==> config.mk <==
export PLATFORM = sky130hd
export DESIGN_NAME = ec_symbol_decoder_flat
export DESIGN_NICKNAME = d
export VERILOG_FILES = /design/src/rtl/ec_pkg.sv /design/src/rtl/ec_symbol_decoder_if.sv /design/src/rtl/ec_lzc16.sv /design/src/rtl/ec_symbol_decoder.sv /design/src/flat_wrapper.sv
export SDC_FILE = /design/constraint.sdc
export NUM_CORES = 1
export LEC_CHECK = 0
export CAP_MARGIN = 10
export CORE_ASPECT_RATIO = 2
export CORE_MARGIN = 3
export CORE_UTILIZATION = 36
export DETAILED_ROUTE_END_ITERATION = 10
export PLACE_DENSITY = 0.58
export RECOVER_POWER = 100
export SLEW_MARGIN = 0
export SYNTH_ARGS = -nofsm -noshare
export SYNTH_HDL_FRONTEND = slang
export SYNTH_SLANG_ARGS = --single-unit
==> constraint.sdc <==
create_clock -name clk -period 7.65 [get_ports clk]
set_input_delay 1.1475 -clock clk [delete_from_list [all_inputs] [get_ports clk]]
set_output_delay 1.1475 -clock clk [all_outputs]
set_load 0.02 [all_outputs]
==> src/rtl/ec_pkg.sv <==
// Constants and state encoding shared by the AV1 entropy decoder and encoder.
package ec_pkg;
  localparam int          EC_MIN_PROB     = 4;
  localparam int          EC_WINDOW       = 32;
  localparam logic [15:0] EC_LOTS_OF_BITS = 16'h4000;

  typedef enum logic [2:0] {
    S_WAIT, S_INIT, S_FILL, S_IDLE, S_SEARCH, S_NORM, S_OUT
  } ec_state_e;
endpackage

==> src/rtl/ec_symbol_decoder_if.sv <==
// Byte-in / request / inverse-CDF lookup / symbol-out bundle of the symbol decoder.
interface ec_symbol_decoder_if #(
  parameter int SYM_W = 4,
  parameter int CDF_W = 16
);
  logic             dec_start;
  logic [7:0]       in_byte;
  logic             in_valid;
  logic             in_ready;
  logic             in_eos;
  logic             req_valid;
  logic             req_ready;
  logic [SYM_W-1:0] req_nsyms_m1;
  logic [SYM_W-1:0] cdf_idx;
  logic [CDF_W-1:0] cdf_q;
  logic             sym_valid;
  logic             sym_ready;
  logic [SYM_W-1:0] symbol;
  logic             busy;

  modport master (
    output dec_start, in_byte, in_valid, in_eos, req_valid, req_nsyms_m1, cdf_q, sym_ready,
    input  in_ready, req_ready, cdf_idx, sym_valid, symbol, busy
  );
  modport slave (
    input  dec_start, in_byte, in_valid, in_eos, req_valid, req_nsyms_m1, cdf_q, sym_ready,
    output in_ready, req_ready, cdf_idx, sym_valid, symbol, busy
  );
endinterface

==> src/rtl/ec_lzc16.sv <==
// Combinational 16-bit leading-zero count; an all-zero input reports 16.
module ec_lzc16 (
  input  logic [15:0] i_val,
  output logic [4:0]  o_cnt
);
  always_comb begin
    o_cnt = 5'd16;
    for (int i = 0; i < 16; i++)
      if (i_val[i]) o_cnt = 5'(15 - i);
  end
endmodule

==> src/rtl/ec_symbol_decoder.sv <==
// AV1 multi-symbol arithmetic decoder: byte refill, one-entry-per-cycle inverse-CDF
// search, renormalisation, and a held symbol output.
module ec_symbol_decoder
  import ec_pkg::*;
#(
  parameter int WINDOW = EC_WINDOW,
  parameter int SYM_W  = 4,
  parameter int CDF_W  = 16
) (
  input logic               clk,
  input logic               reset,
  ec_symbol_decoder_if.slave bus
);
  ec_state_e          r_state;
  logic [WINDOW-1:0]  r_dif;
  logic [15:0]        r_rng;
  logic signed [15:0] r_cnt;
  logic [SYM_W-1:0]   r_n, r_idx, r_symbol;
  logic [7:0]         r_r;
  logic [15:0]        r_c;
  logic [17:0]        r_u;
  logic               r_sym_valid;

  logic signed [16:0] w_s;
  logic [SYM_W-1:0]   w_rem;
  logic [17:0]        w_prod, w_v;
  logic               w_c_lt_v;
  logic [4:0]         w_d;

  // Free bit positions below the window top; negative means the window is full.
  assign w_s      = 17'(WINDOW - 24) - 17'(r_cnt);
  assign w_rem    = r_n - r_idx;
  assign w_prod   = 18'(r_r) * 18'(bus.cdf_q >> 6);
  assign w_v      = (w_prod >> 1) + 18'(EC_MIN_PROB) * 18'(w_rem);
  assign w_c_lt_v = {2'b00, r_c} < w_v;

  ec_lzc16 u_lzc (.i_val(r_rng), .o_cnt(w_d));

  assign bus.in_ready  = (r_state == S_FILL) && !w_s[16];
  assign bus.req_ready = (r_state == S_IDLE);
  assign bus.busy      = (r_state != S_WAIT) && (r_state != S_IDLE);
  assign bus.cdf_idx   = r_idx;
  assign bus.sym_valid = r_sym_valid;
  assign bus.symbol    = r_symbol;

  always_ff @(posedge clk) begin
    if (reset) begin
      r_state     <= S_WAIT;
      r_dif       <= '0;
      r_rng       <= '0;
      r_cnt       <= '0;
      r_n         <= '0;
      r_idx       <= '0;
      r_symbol    <= '0;
      r_r         <= '0;
      r_c         <= '0;
      r_u         <= '0;
      r_sym_valid <= 1'b0;
    end else if (bus.dec_start) begin
      r_state     <= S_INIT;
      r_sym_valid <= 1'b0;
    end else begin
      case (r_state)
        S_WAIT: ;
        S_INIT: begin
          r_dif   <= {1'b0, {(WINDOW-1){1'b1}}};
          r_rng   <= 16'h8000;
          r_cnt   <= -16'sd15;
          r_state <= S_FILL;
        end
        S_FILL: begin
          if (w_s[16]) begin
            r_state <= S_IDLE;
          end else if (bus.in_valid) begin
            r_dif <= r_dif ^ ({{(WINDOW-8){1'b0}}, bus.in_byte} << w_s[4:0]);
            r_cnt <= r_cnt + 16'sd8;
            // Leave as soon as the byte just taken fills the window.
            if (w_s < 17'sd8) r_state <= S_IDLE;
          end else if (bus.in_eos) begin
            r_cnt   <= EC_LOTS_OF_BITS;
            r_state <= S_IDLE;
          end
        end
        S_IDLE: begin
          if (bus.req_valid) begin
            r_n     <= bus.req_nsyms_m1;
            r_r     <= r_rng[15:8];
            r_c     <= r_dif[WINDOW-1 -: 16];
            r_u     <= {2'b00, r_rng};
            r_idx   <= '0;
            r_state <= S_SEARCH;
          end
        end
        S_SEARCH: begin
          if (w_c_lt_v) begin
            r_u   <= w_v;
            r_idx <= r_idx + 1'b1;
          end else begin
            r_symbol <= r_idx;
            r_rng    <= 16'(r_u - w_v);
            r_dif    <= r_dif - (WINDOW'(w_v) << 16);
            r_state  <= S_NORM;
          end
        end
        S_NORM: begin
          r_rng       <= r_rng << w_d;
          r_dif       <= ((r_dif + 1'b1) << w_d) - 1'b1;
          r_cnt       <= r_cnt - $signed({11'd0, w_d});
          r_sym_valid <= 1'b1;
          r_state     <= S_OUT;
        end
        S_OUT: begin
          if (bus.sym_ready) begin
            r_sym_valid <= 1'b0;
            r_state     <= (r_cnt < 0) ? S_FILL : S_IDLE;
          end
        end
        default: r_state <= S_WAIT;
      endcase
    end
  end

  // A one-symbol alphabet cannot be coded.
  always_ff @(posedge clk) begin
    if (!reset && !bus.dec_start && r_state == S_IDLE && bus.req_valid)
      assert (bus.req_nsyms_m1 != '0);
  end
endmodule

==> src/flat_wrapper.sv <==
// flat-port wrapper written by rule: the top's interface ports become plain ports
module ec_symbol_decoder_flat import ec_pkg::*;
#(
  parameter int WINDOW = EC_WINDOW,
  parameter int SYM_W  = 4,
  parameter int CDF_W  = 16
)
  (clk, reset, bus_dec_start, bus_in_byte, bus_in_valid, bus_in_eos, bus_req_valid, bus_req_nsyms_m1, bus_cdf_q, bus_sym_ready, bus_in_ready, bus_req_ready, bus_cdf_idx, bus_sym_valid, bus_symbol, bus_busy);
  ec_symbol_decoder_if #(.SYM_W(SYM_W), .CDF_W(CDF_W)) bus_i ();
  input logic clk;
  input logic reset;
  input wire logic [$bits(bus_i.dec_start)-1:0] bus_dec_start;
  input wire logic [$bits(bus_i.in_byte)-1:0] bus_in_byte;
  input wire logic [$bits(bus_i.in_valid)-1:0] bus_in_valid;
  input wire logic [$bits(bus_i.in_eos)-1:0] bus_in_eos;
  input wire logic [$bits(bus_i.req_valid)-1:0] bus_req_valid;
  input wire logic [$bits(bus_i.req_nsyms_m1)-1:0] bus_req_nsyms_m1;
  input wire logic [$bits(bus_i.cdf_q)-1:0] bus_cdf_q;
  input wire logic [$bits(bus_i.sym_ready)-1:0] bus_sym_ready;
  output wire logic [$bits(bus_i.in_ready)-1:0] bus_in_ready;
  output wire logic [$bits(bus_i.req_ready)-1:0] bus_req_ready;
  output wire logic [$bits(bus_i.cdf_idx)-1:0] bus_cdf_idx;
  output wire logic [$bits(bus_i.sym_valid)-1:0] bus_sym_valid;
  output wire logic [$bits(bus_i.symbol)-1:0] bus_symbol;
  output wire logic [$bits(bus_i.busy)-1:0] bus_busy;
  assign bus_i.dec_start = bus_dec_start;
  assign bus_i.in_byte = bus_in_byte;
  assign bus_i.in_valid = bus_in_valid;
  assign bus_i.in_eos = bus_in_eos;
  assign bus_i.req_valid = bus_req_valid;
  assign bus_i.req_nsyms_m1 = bus_req_nsyms_m1;
  assign bus_i.cdf_q = bus_cdf_q;
  assign bus_i.sym_ready = bus_sym_ready;
  assign bus_in_ready = bus_i.in_ready;
  assign bus_req_ready = bus_i.req_ready;
  assign bus_cdf_idx = bus_i.cdf_idx;
  assign bus_sym_valid = bus_i.sym_valid;
  assign bus_symbol = bus_i.symbol;
  assign bus_busy = bus_i.busy;
  ec_symbol_decoder #(.WINDOW(WINDOW), .SYM_W(SYM_W), .CDF_W(CDF_W)) u_core (.clk(clk), .reset(reset), .bus(bus_i));
endmodule
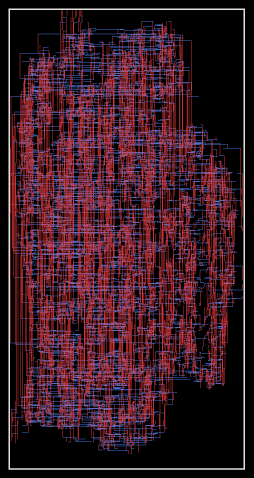
Figure 1: run 1, routed metal, one color a layer.
(1.5 px per um) Only two layers are drawn.
color	layer	wire length
red	met2	37.4 mm
blue	met1	22.8 mm
GRT Total Usage: 29.87%
total detailed-routing wirelength: 72,530 um
routed vias: 17,880

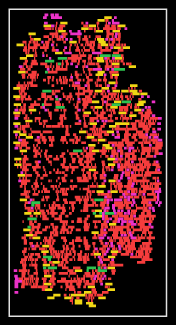
Figure 2: run 1, cells colored by class.
(1 px per um)
color	class	cells	share of their area
yellow	flip-flops	120	13%
magenta	other buffers and delay cells	229	10%
red	all other logic	1,961	74%
green	clock drivers and dummy loads	31	3.0%
Design Area, Final: 19,110 um^2
final design utilization: 43.12%
Seq area share: 12.57%

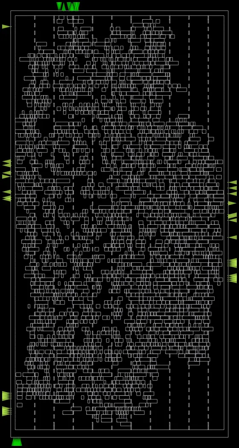
Figure 3: run 1, placed standard cells.
Seq cells: 120
Filler Cells Inserted: 4,539

==> run summary, run 1 <==
fresh numbers from the pnr run: MUX share of area 3.201%, number of cells on the worst hold path 2, GRT Residual Overflow 0, leading cell type by number of instances after synthesis nand2_1, fin. max-slew vios 48, #FFs+latches synth 120, clk slew on worst S/H paths 60 ps, Fin Hold WS 455.8 ps, Layout area overhead 18.40%, post-route ant nets 0, clk latency late pin 460 ps, max-capacitance violation count 2, status finished, violations left, yosys simple share 27.26%, TritonCTS clock tree built, dominant class by area multi-input combinational cells, Top cell excl fill/tap nand2_1, failing checks capacitance limit, slew limit, share of the yosys chip area belonging to registers 14.88%, dominant logic cell types in the final layout nand2_1, nor2_1, buf_4, a21oi_1, dfxtp_1, number of top-level pins 47, post-DR vias/cell 6.175, Layout clock area frac 2.887%, yosys xor share 7.378%, Leakage 7.382 nW, pre-CTS WS -942.8 ps, crit-path max FO 15, H-tree depth 4, critical path arrival 7760 ps, Non-clk bufs 229, Signal buf overhead 9.694%, Max Buffers Root-to-Sink 2, total power 0.003041 W, Comb area share 68.91%, first drt pass iteration count 6, Max Fclk 135.0 MHz
-- run 1: layer usage --
| metal | vias up | part of all wire [%] | wire (um) | GRT usage (%) |
|---|---|---|---|---|
| met5 | - | 0 | 0 | 0 |
| met2 | 698 | 52 | 37420 | 54.38 |
| met4 | 0 | 13 | 9316 | 30.67 |
| li1 | 8246 | - | - | - |
| met3 | 308 | 4.1 | 3004 | 3.981 |
| met1 | 8630 | 31 | 22790 | 26.88 |
-- run 1: report_power, final --
group	switching, W	leakage [nW]	internal (W)
clock network	0.000349	0.261	0.000448
logic	0.00104	6.15	0.000493
registers	0.0000615	0.975	0.000645
-- run 1: cell families after synthesis --
group	after synthesis
AND-OR/OR-AND	594
buffers and inverters	283
AND/OR/NAND/NOR	914
XOR/XNOR	136
flip-flops	120
multiplexers	45
adder cells (fa/ha/maj)	155
==> inputs of run 2 (changes only) <==
Settings changed: CTS_CLUSTER_SIZE from default to 12, GPL_TIMING_DRIVEN from default to 0.
==> run 2 against run 1 <==
  * Final cell count is 0.52% higher
  * Register-to-register slack worse by 310 ps
  * Global-route usage is 9.5 points higher
  * Power is 12% higher
  * Critical path type unchanged
  * Sequential share of layout area is 0.16 points higher
  * Worst setup slack worse by 200 ps
  * Design area is 1.2% lower
  * Highest routed layer unchanged
  * Non-clock buffer count is 14 higher
  * Clock power is 16% higher
  * Largest power group unchanged
  * Critical path depth is 2 higher
  * The run still ends with capacitance limit, slew limit left
  * Clock skew is 2.5 ps higher
  * Core utilization is 0.51 points lower
==> run summary, run 2 <==
fresh numbers from the pnr run: H-tree depth 4, crit-path max FO 8, dominant logic cell types in the final layout nand2_1, nor2_1, a21oi_1, dfxtp_1, inv_1, net switching power figure 0.001719 W, Seq group 0.000670 W, M1 WL 27,450 um, Design Area, Final 18,890 um^2, clk latency late pin 470 ps, fin. max-slew vios 5, Pwr top combinational cells, switching share of total power 50.37%, share of the yosys chip area belonging to registers 14.88%, Fin Hold WS 459.2 ps, Leakage 7.105 nW, met2 Use GR 71.67%, total power 0.003413 W, pre-CTS WS -2733 ps, clk slew on worst S/H paths 70 ps, Top Metal Used met4, Max Fclk 131.4 MHz, critical path arrival 7920 ps, leading cell type by number of instances after synthesis nand2_1, combinational share of power 53.2%, met3 WL 4159 um, met2 wire length 49,240 um, failing checks capacitance limit, slew limit, Max Buffers Root-to-Sink 2, post-route ant nets 0, Clock power frac 27.2%, status finished, violations left, #FFs+latches synth 120, post-DR vias/cell 6.401, met3 GRT Util 6.998%, TritonCTS clock tree built, Layout area overhead 17.01%, Comb. pwr 0.00182 W, Top cell excl fill/tap nand2_1, max-capacitance violation count 1, routed vias 18,630, GRT Residual Overflow 0, P_clk 0.000927 W, Filler Cells Inserted 4,642
run 2: cell counts after synthesis:
Identical to the previous run, type by type.
run 2: final cells by class:
type                    count  share of cell area (%)
multi-input cells        1844                   70.06
flip-flops and latches    120                   12.73
repair buffers             86                   4.040
plain buffers             157                   3.795
well taps                 555                   3.676
clock buffers              19                   2.345
inverters                 117                   2.338
clock inverters            13                   1.020
run 2: cell families (layout without fill, tap and decap cells):
logic type               Yosys count  in the layout  share of synthesized area, %
XOR/XNOR                         136            136                         7.378
AND/OR/NAND/NOR                  914            914                         27.26
buffers and inverters            283            392                         7.293
multiplexers                      45             45                         3.201
adder cells (fa/ha/maj)          155            155                         14.40
flip-flops                       120            120                         14.88
AND-OR/OR-AND                    594            594                         25.58
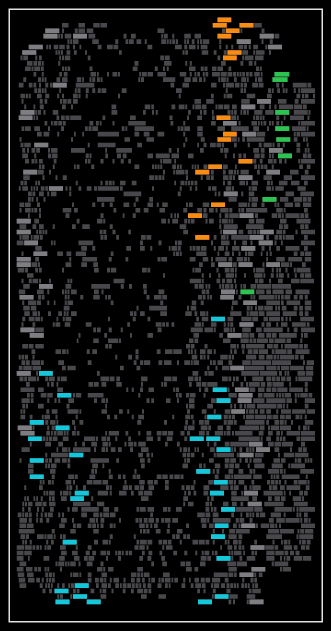
Figure 4: run 2, sequential cells grouped by signal name.
(2 px per um) Other sequential cells in the stronger gray, the rest of the logic in the fainter gray.
color	signal	placed flops
cyan	u_core.r_dif	32
orange	u_core.r_rng	16
green	u_core.r_r	8
register area: 2405 um^2
Seq area share: 12.73%
final design utilization: 42.62%

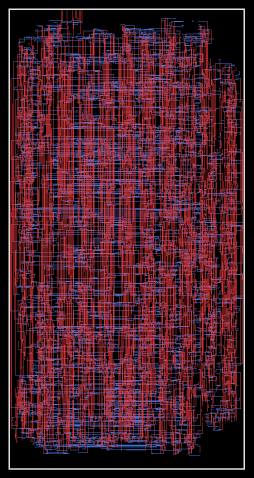
Figure 5: run 2, routed metal, one color a layer.
(1.5 px per um) Only two layers are drawn.
color	layer	wire length
blue	met1	27.5 mm
red	met2	49.2 mm
total detailed-routing wirelength: 95,270 um
GRT Total Usage: 39.33%

==> inputs of run 3 (changes only) <==
Settings changed: CORE_MARGIN 3 to 2.
==> run 3 against run 2 <==
  * The run still ends with capacitance limit, slew limit left
  * Clock-buffer cell count is 2 lower
  * Critical path type unchanged
  * Sequential power is essentially flat
  * Sequential share of layout area about the same
  * Design area rose by 0.11%
  * Critical endpoint is now u_core.r_dif[31]
  * Core utilization increased by 0.18 points
==> run summary, run 3 <==
fresh numbers from the pnr run: status finished, violations left, failing checks capacitance limit, slew limit, inverter count 117, fin. max-slew vios 10, Top Metal Used met4, net switching power figure 0.001583 W, clk_buf instances 17, ao+oa area frac 25.58%, dominant logic cell types in the final layout nand2_1, nor2_1, a21oi_1, dfxtp_1, inv_1, GRT Residual Overflow 0, max-capacitance violation count 1, clk latency late pin 460 ps, M1 WL 24,930 um, Layout clock area frac 3.215%, Non-clk bufs 235, post-DR vias/cell 6.316, crit-path max FO 7, switching share of total power 49.31%, Comb area share 70.41%, yosys xor share 7.378%, pre-CTS WS -2581 ps, Max Buffers Root-to-Sink 2, Seq group 0.000671 W, H-tree depth 4, Layout area overhead 17.14%, critical path arrival 7940 ps, Comb. pwr 0.00168 W, TAP cells 555, #MultiIn Comb 1,844, #FFs+latches synth 120, Max Fclk 130.9 MHz, clk slew on worst S/H paths 70 ps, post-route ant nets 0, first drt pass iteration count 5, Top cell excl fill/tap nand2_1, Leakage 7.092 nW, met2 wire length 42,320 um, Seq cells 120, share of the yosys chip area belonging to registers 14.88%, number of cells on the worst hold path 2, Clock power frac 26.9%, Pwr top combinational cells, TritonCTS clock tree built
[run 3: cell counts after synthesis]
Identical to the previous run, type by type.
[run 3: layer usage]
layer / track usage [%] / vias to the layer above
li1: - / 8272
met1: 29.42 / 8810
met2: 63.50 / 840
met3: 4.628 / 412
met4: 40.65 / 0
met5: 0 / -
[run 3: kinds of logic after synthesis]
family                   after synthesis
AND-OR/OR-AND                        594
XOR/XNOR                             136
multiplexers                          45
adder cells (fa/ha/maj)              155
buffers and inverters                283
AND/OR/NAND/NOR                      914
flip-flops                           120
[run 3: what timing repair did]
item | CTS | global route
cloned | 0 | 0
pin swaps | 42 | 50
buffers inserted | 26 | 12
resized | 134 | 81
endpoints found under the setup margin | 57 | 52
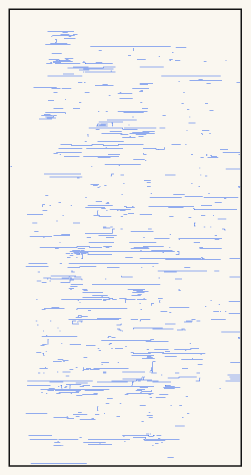
Figure 6: run 3, the metal 3 layer.
(1.5 px per um)
wire length on this layer	4,010 um
nets with wire on the layer	313
longest straight run	69.7 um
main direction	horizontal
total detailed-routing wirelength: 83,150 um
routed vias: 18,330
met3 GRT Util: 4.628%

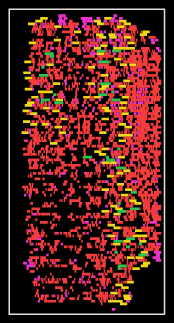
Figure 7: run 3, cells colored by class.
(1 px per um)
color	class	cells	share of their area
red	all other logic	1,961	76%
green	clock drivers and dummy loads	32	3.3%
magenta	other buffers and delay cells	235	8.0%
yellow	flip-flops	120	13%
final design utilization: 42.80%
Design Area, Final: 18,910 um^2

Power is estimated from default activity; no workload was simulated.
